clocks.png
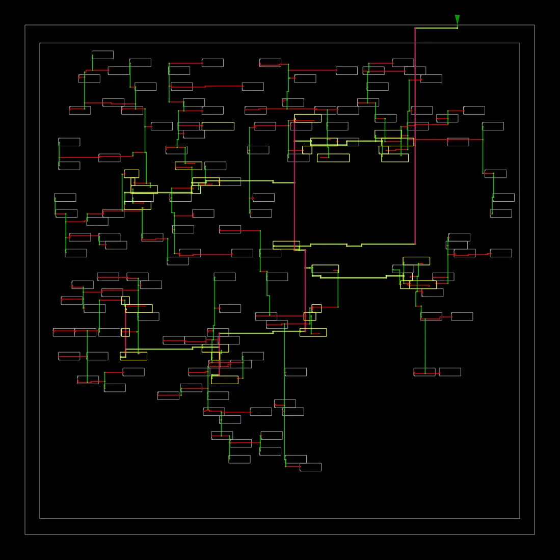
wires.png
(1.5 px per um) Only two layers are drawn.
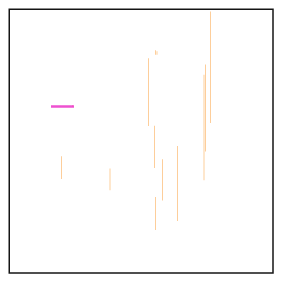
layer_met4.png
(2 px per um)
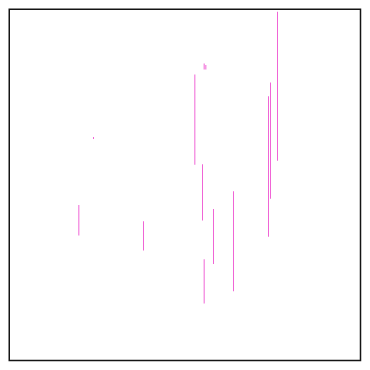
logic_types.png
(2 px per um)
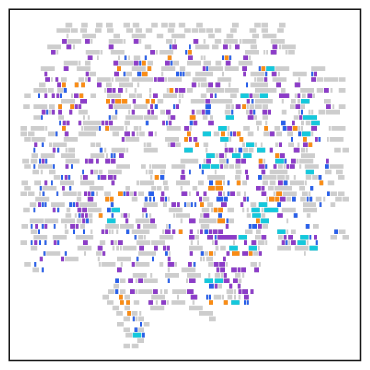
===== src/rtl/dma_rd_burst_ctrl_if.sv =====
// ---------------------------------------------------------------------------
// dma_rd_burst_ctrl_if
// Groups the AXI read-address channel and the monitored R-channel strobes
// used by the frame read DMA sequencer.
//
//   arvalid  AR valid            (sequencer -> memory)
//   arready  AR ready            (memory -> sequencer)
//   araddr   burst start address (sequencer -> memory)
//   arlen    beats-1             (sequencer -> memory)
//   rvalid   R valid             (memory -> sequencer, monitor only)
//   rready   R ready             (pixel FIFO side, monitor only)
//   rlast    R last beat         (memory -> sequencer)
//
// Modports: master = the sequencer, slave = the memory / pixel FIFO side.
// ---------------------------------------------------------------------------
interface dma_rd_burst_ctrl_if #(
    parameter int AXI_ADDR_WIDTH = 32
);
    logic                      arvalid;
    logic                      arready;
    logic [AXI_ADDR_WIDTH-1:0] araddr;
    logic [7:0]                arlen;
    logic                      rvalid;
    logic                      rready;
    logic                      rlast;

    modport master (
        output arvalid,
        output araddr,
        output arlen,
        input  arready,
        input  rvalid,
        input  rready,
        input  rlast
    );

    modport slave (
        input  arvalid,
        input  araddr,
        input  arlen,
        output arready,
        output rvalid,
        output rready,
        output rlast
    );
endinterface


===== src/rtl/dma_rd_burst_ctrl.sv =====
// ---------------------------------------------------------------------------
// dma_rd_burst_ctrl
// AXI read-address sequencer (clk_axi domain) that fetches one image frame
// into the pixel pipeline. On a trigger it latches base address, width and
// height, splits every line into INCR bursts that never cross a 4 KB page,
// bounds the number of bursts awaiting rlast, and raises a level done once
// every burst has been issued and terminated.
//
// Ports:
//   clk_axi             AXI clock
//   rst                 synchronous active-high reset
//   dma_trigger_i       level trigger (already synchronized)
//   dma_trigger_done_o  level done, held until the trigger drops
//   mem_addr_i          frame base address, 8-byte aligned
//   image_width_i       pixels per line (4 B/pixel, 8 B/beat)
//   image_height_i      lines per frame
//   axi                 AR channel + R monitor (dma_rd_burst_ctrl_if.master)
//   busy_o              high whenever the sequencer is not idle
//   line_issued_o       1-cycle pulse after the last AR of a line handshakes
// ---------------------------------------------------------------------------
module dma_rd_burst_ctrl #(
    parameter int AXI_ADDR_WIDTH  = 32,
    parameter int MAX_BURST_BEATS = 16,
    parameter int MAX_OUTSTANDING = 4
) (
    input  logic                      clk_axi,
    input  logic                      rst,
    input  logic                      dma_trigger_i,
    output logic                      dma_trigger_done_o,
    input  logic [AXI_ADDR_WIDTH-1:0] mem_addr_i,
    input  logic [11:0]               image_width_i,
    input  logic [11:0]               image_height_i,
    dma_rd_burst_ctrl_if.master       axi,
    output logic                      busy_o,
    output logic                      line_issued_o
);

    localparam int               CNT_W     = $clog2(MAX_OUTSTANDING + 1);
    localparam logic [CNT_W-1:0] OS_MAX    = CNT_W'(MAX_OUTSTANDING);
    localparam logic [12:0]      BURST_MAX = 13'(MAX_BURST_BEATS);

    typedef enum logic [2:0] {
        S_IDLE,
        S_LOAD,
        S_ISSUE,
        S_DRAIN,
        S_DONE
    } state_e;

    state_e                    state_q,       state_d;
    logic [AXI_ADDR_WIDTH-1:0] addr_q,        addr_d;       // start of the next burst
    logic [11:0]               bpl_q,         bpl_d;        // beats per line
    logic [11:0]               height_q,      height_d;
    logic [11:0]               line_rem_q,    line_rem_d;   // beats left in current line
    logic [11:0]               lines_rem_q,   lines_rem_d;  // lines left, current included
    logic [CNT_W-1:0]          os_cnt_q,      os_cnt_d;     // bursts awaiting rlast
    logic                      arvalid_q,     arvalid_d;
    logic [AXI_ADDR_WIDTH-1:0] araddr_q,      araddr_d;
    logic [7:0]                arlen_q,       arlen_d;
    logic                      line_issued_q, line_issued_d;

    // Burst length limited by the configured maximum, the beats left in the
    // line and the room left before the next 4 KB page boundary.
    function automatic logic [8:0] calc_len(input logic [11:0] page_off,
                                            input logic [11:0] rem);
        logic [12:0] room;
        logic [12:0] len;
        room = (13'd4096 - {1'b0, page_off}) >> 3;
        len  = BURST_MAX;
        if ({1'b0, rem} < len) begin
            len = {1'b0, rem};
        end
        if (room < len) begin
            len = room;
        end
        return 9'(len);
    endfunction

    logic                      ar_hs;
    logic                      r_dec;
    logic [8:0]                burst_len;
    logic [AXI_ADDR_WIDTH-1:0] addr_nx;
    logic [11:0]               line_rem_after;
    logic                      line_done;
    logic [11:0]               line_rem_nx;
    logic [11:0]               lines_rem_nx;
    logic                      frame_issued;
    logic [8:0]                next_len;

    // Bookkeeping as it will stand after this cycle's AR handshake, so the
    // following burst can be presented without a bubble.
    always_comb begin
        ar_hs          = arvalid_q & axi.arready;
        // An rlast with nothing outstanding is a stray beat and is dropped.
        r_dec          = axi.rvalid & axi.rready & axi.rlast & (os_cnt_q != '0);
        burst_len      = {1'b0, arlen_q} + 9'd1;
        line_rem_after = line_rem_q - {3'b000, burst_len};
        line_done      = ar_hs & (line_rem_after == 12'd0);
        frame_issued   = line_done & (lines_rem_q == 12'd1);

        addr_nx      = addr_q;
        line_rem_nx  = line_rem_q;
        lines_rem_nx = lines_rem_q;
        if (ar_hs) begin
            addr_nx     = addr_q + AXI_ADDR_WIDTH'({burst_len, 3'b000});
            line_rem_nx = line_rem_after;
        end
        if (line_done) begin
            line_rem_nx  = bpl_q;
            lines_rem_nx = lines_rem_q - 12'd1;
        end
        next_len = calc_len(addr_nx[11:0], line_rem_nx);
    end

    // Outstanding-burst counter; a simultaneous issue and termination cancel.
    always_comb begin
        os_cnt_d = os_cnt_q;
        if (ar_hs && !r_dec) begin
            os_cnt_d = os_cnt_q + 1'b1;
        end else if (!ar_hs && r_dec) begin
            os_cnt_d = os_cnt_q - 1'b1;
        end
    end

    always_comb begin
        state_d       = state_q;
        addr_d        = addr_q;
        bpl_d         = bpl_q;
        height_d      = height_q;
        line_rem_d    = line_rem_q;
        lines_rem_d   = lines_rem_q;
        arvalid_d     = arvalid_q;
        araddr_d      = araddr_q;
        arlen_d       = arlen_q;
        line_issued_d = 1'b0;

        case (state_q)
            S_IDLE: begin
                if (dma_trigger_i) begin
                    addr_d   = mem_addr_i;
                    bpl_d    = 12'(({1'b0, image_width_i} + 13'd1) >> 1);
                    height_d = image_height_i;
                    state_d  = S_LOAD;
                end
            end

            S_LOAD: begin
                if ((bpl_q == 12'd0) || (height_q == 12'd0)) begin
                    state_d = S_DONE;
                end else begin
                    line_rem_d  = bpl_q;
                    lines_rem_d = height_q;
                    state_d     = S_ISSUE;
                end
            end

            S_ISSUE: begin
                addr_d        = addr_nx;
                line_rem_d    = line_rem_nx;
                lines_rem_d   = lines_rem_nx;
                line_issued_d = line_done;
                if (frame_issued) begin
                    arvalid_d = 1'b0;
                    state_d   = S_DRAIN;
                end else if (!arvalid_q || ar_hs) begin
                    // A pending request is never withdrawn; a new one is only
                    // offered while the outstanding budget has room.
                    if (os_cnt_d < OS_MAX) begin
                        arvalid_d = 1'b1;
                        araddr_d  = addr_nx;
                        arlen_d   = 8'(next_len - 9'd1);
                    end else begin
                        arvalid_d = 1'b0;
                    end
                end
            end

            S_DRAIN: begin
                if (os_cnt_q == '0) begin
                    state_d = S_DONE;
                end
            end

            S_DONE: begin
                if (!dma_trigger_i) begin
                    state_d = S_IDLE;
                end
            end

            default: begin
                state_d = S_IDLE;
            end
        endcase
    end

    always_ff @(posedge clk_axi) begin
        if (rst) begin
            state_q       <= S_IDLE;
            addr_q        <= '0;
            bpl_q         <= '0;
            height_q      <= '0;
            line_rem_q    <= '0;
            lines_rem_q   <= '0;
            os_cnt_q      <= '0;
            arvalid_q     <= 1'b0;
            araddr_q      <= '0;
            arlen_q       <= '0;
            line_issued_q <= 1'b0;
        end else begin
            state_q       <= state_d;
            addr_q        <= addr_d;
            bpl_q         <= bpl_d;
            height_q      <= height_d;
            line_rem_q    <= line_rem_d;
            lines_rem_q   <= lines_rem_d;
            os_cnt_q      <= os_cnt_d;
            arvalid_q     <= arvalid_d;
            araddr_q      <= araddr_d;
            arlen_q       <= arlen_d;
            line_issued_q <= line_issued_d;
        end
    end

    assign axi.arvalid        = arvalid_q;
    assign axi.araddr         = araddr_q;
    assign axi.arlen          = arlen_q;
    assign dma_trigger_done_o = (state_q == S_DONE);
    assign busy_o             = (state_q != S_IDLE);
    assign line_issued_o      = line_issued_q;

endmodule


===== src/flat_wrapper.sv =====
// flat-port wrapper written by rule: the top's interface ports become plain ports
module dma_rd_burst_ctrl_flat 
#(
    parameter int AXI_ADDR_WIDTH  = 32,
    parameter int MAX_BURST_BEATS = 16,
    parameter int MAX_OUTSTANDING = 4
)
  (clk_axi, rst, dma_trigger_i, dma_trigger_done_o, mem_addr_i, image_width_i, image_height_i, busy_o, line_issued_o, axi_arvalid, axi_araddr, axi_arlen, axi_arready, axi_rvalid, axi_rready, axi_rlast);
  dma_rd_burst_ctrl_if #(.AXI_ADDR_WIDTH(AXI_ADDR_WIDTH)) axi_i ();
  input  logic clk_axi;
  input  logic rst;
  input  logic dma_trigger_i;
  output logic dma_trigger_done_o;
  input  logic [AXI_ADDR_WIDTH-1:0] mem_addr_i;
  input  logic [11:0] image_width_i;
  input  logic [11:0] image_height_i;
  output logic busy_o;
  output logic line_issued_o;
  output wire logic [$bits(axi_i.arvalid)-1:0] axi_arvalid;
  output wire logic [$bits(axi_i.araddr)-1:0] axi_araddr;
  output wire logic [$bits(axi_i.arlen)-1:0] axi_arlen;
  input wire logic [$bits(axi_i.arready)-1:0] axi_arready;
  input wire logic [$bits(axi_i.rvalid)-1:0] axi_rvalid;
  input wire logic [$bits(axi_i.rready)-1:0] axi_rready;
  input wire logic [$bits(axi_i.rlast)-1:0] axi_rlast;
  assign axi_arvalid = axi_i.arvalid;
  assign axi_araddr = axi_i.araddr;
  assign axi_arlen = axi_i.arlen;
  assign axi_i.arready = axi_arready;
  assign axi_i.rvalid = axi_rvalid;
  assign axi_i.rready = axi_rready;
  assign axi_i.rlast = axi_rlast;
  dma_rd_burst_ctrl #(.AXI_ADDR_WIDTH(AXI_ADDR_WIDTH), .MAX_BURST_BEATS(MAX_BURST_BEATS), .MAX_OUTSTANDING(MAX_OUTSTANDING)) u_core (.clk_axi(clk_axi), .rst(rst), .dma_trigger_i(dma_trigger_i), .dma_trigger_done_o(dma_trigger_done_o), .mem_addr_i(mem_addr_i), .image_width_i(image_width_i), .image_height_i(image_height_i), .axi(axi_i), .busy_o(busy_o), .line_issued_o(line_issued_o));
endmodule

===== config.mk =====
export PLATFORM = sky130hd
export DESIGN_NAME = dma_rd_burst_ctrl_flat
export DESIGN_NICKNAME = d
export VERILOG_FILES = /design/src/rtl/dma_rd_burst_ctrl_if.sv /design/src/rtl/dma_rd_burst_ctrl.sv /design/src/flat_wrapper.sv
export SDC_FILE = /design/constraint.sdc
export NUM_CORES = 1
export LEC_CHECK = 0
export ABC_AREA = 0
export ABC_CLOCK_PERIOD_IN_PS = 8320
export CAP_MARGIN = 10
export CORE_MARGIN = 5
export CORE_UTILIZATION = 30
export CTS_CLUSTER_SIZE = 24
export DETAILED_ROUTE_END_ITERATION = 6
export PLACE_DENSITY = 0.51
export SETUP_SLACK_MARGIN = 0.3
export SKIP_CTS_REPAIR_TIMING = 1
export SYNTH_ARGS = -nofsm -noshare
export SYNTH_HDL_FRONTEND = slang
export SYNTH_SLANG_ARGS = --single-unit

===== constraint.sdc =====
create_clock -name clk_axi -period 8.32 [get_ports clk_axi]
set_input_delay 2.08 -clock clk_axi [delete_from_list [all_inputs] [get_ports clk_axi]]
set_output_delay 2.08 -clock clk_axi [all_outputs]
set_load 0.05 [all_outputs]

==> results.toml <==
# implementation run metrics
[run_status]
status = "finished clean"

[sta]
maxSlewViolCount = 0
period_minus_slack_ns = 7.18
slew_headroom = 0.310
tightest_slew_ns = 1.04
hold_violations = 0
tns_ns = 0
fmax_ghz = 0.139
whs_ns = 0.472

[clock_network]
htreeDepth = 4
clk_pin_slew_ns = 0.06
cts.path.max_buffers = 2

[yosys]
synth-simple-area-share = 0.240
ys_chip_area_um2 = 8150
ys_cells = 1054
aoi_share = 0.268
top_cell_area_share = 0.314
seq_area_frac_synth = 0.314
synth_cell_types = 75
synth_flops = 128
synth.logic.top_family = "AND-OR/OR-AND gates"
ys.flop_type = "dfxtp_1"
ys_warn_count = 0

[critical_path]
r2r_slack_ns = 1.67
end_kind = "flop"
slowest_stage = "clkdlybuf4s50_1"
reg2reg_depth = 27
crit_buf_inv = 2
r2r-start = "u_core.axi.arlen[0]"

[global_routing]
busiest_layer = "met2"
grtUsageTotal = 0.165

[job]
tool_warnings = 30
drv_cap = 0

[worst_hold_path]
min-delay-path-class = "reg -> reg"
min-delay-start = "u_core.addr_q[2]"

[final_layout]
final_nets = 1234
lay_top_cells = "nor2_1, dfxtp_1, nand2_1"
seq_area_frac = 0.254
largestClassByArea = "multi-input combinational cells"
antenna_cells = 0
drive_gt1_frac = 0.0638
postLayoutCellArea_um2 = 10100
lay_top_count = "nor2_1"
flop_area_um2 = 2560
final-clk-cell-share = 0.0613

[power]
pg_seq_w = 0.000984
switchingPower_w = 0.00215
ir_worst_vdd_mv = 0.138
power_frac_clock = 0.181
intPower_w = 0.00225
power.group.top = "combinational cells"
switching_share = 0.488

[detailed_routing]
vias_per_cell = 5.33
routed-wl-met3_um = 1260
top_layer_used = "met5"
ant_nets = 0
drc = 0

[placement]
place_hpwl_um = 18500
dp_slack_ns = 0.807
buffer_ports.inserted = 106

[die]
die-area_um2 = 30600
chipWidth_um = 175
well_tap_count = 341
fp.dieH_um = 175
Back to the opening pictures, clocks.png:
insertion delay at the late pin of the worst-skew pair: 0.42 ns
Flops: 128
Sinks on Clock Net: 128
cts bufs inserted: 17
P_clk: 0.000794 W

Back to the opening pictures, wires.png:
legend:
  orange:
    layer: metal 4
    wire_length: 408 um
  magenta:
    layer: metal 5
    wire_length: 13.8 um

Back to the opening pictures, layer_met4.png:
share of all routed wire: 1.6%
nets with wire on the layer: 10
longest straight run: 74.1 um
main direction: vertical
via count: 7925
final wirelength: 25400 um

Back to the opening pictures, logic_types.png:
legend:
  orange:
    family: AND and OR gates
    cells: 64
  cyan:
    family: adder and majority cells
    cells: 39
  purple:
    family: inverting AOI/OAI gates
    cells: 271
  blue:
    family: NAND gates
    cells: 160

No activity file was given, so power comes from the tool's default toggle rates.
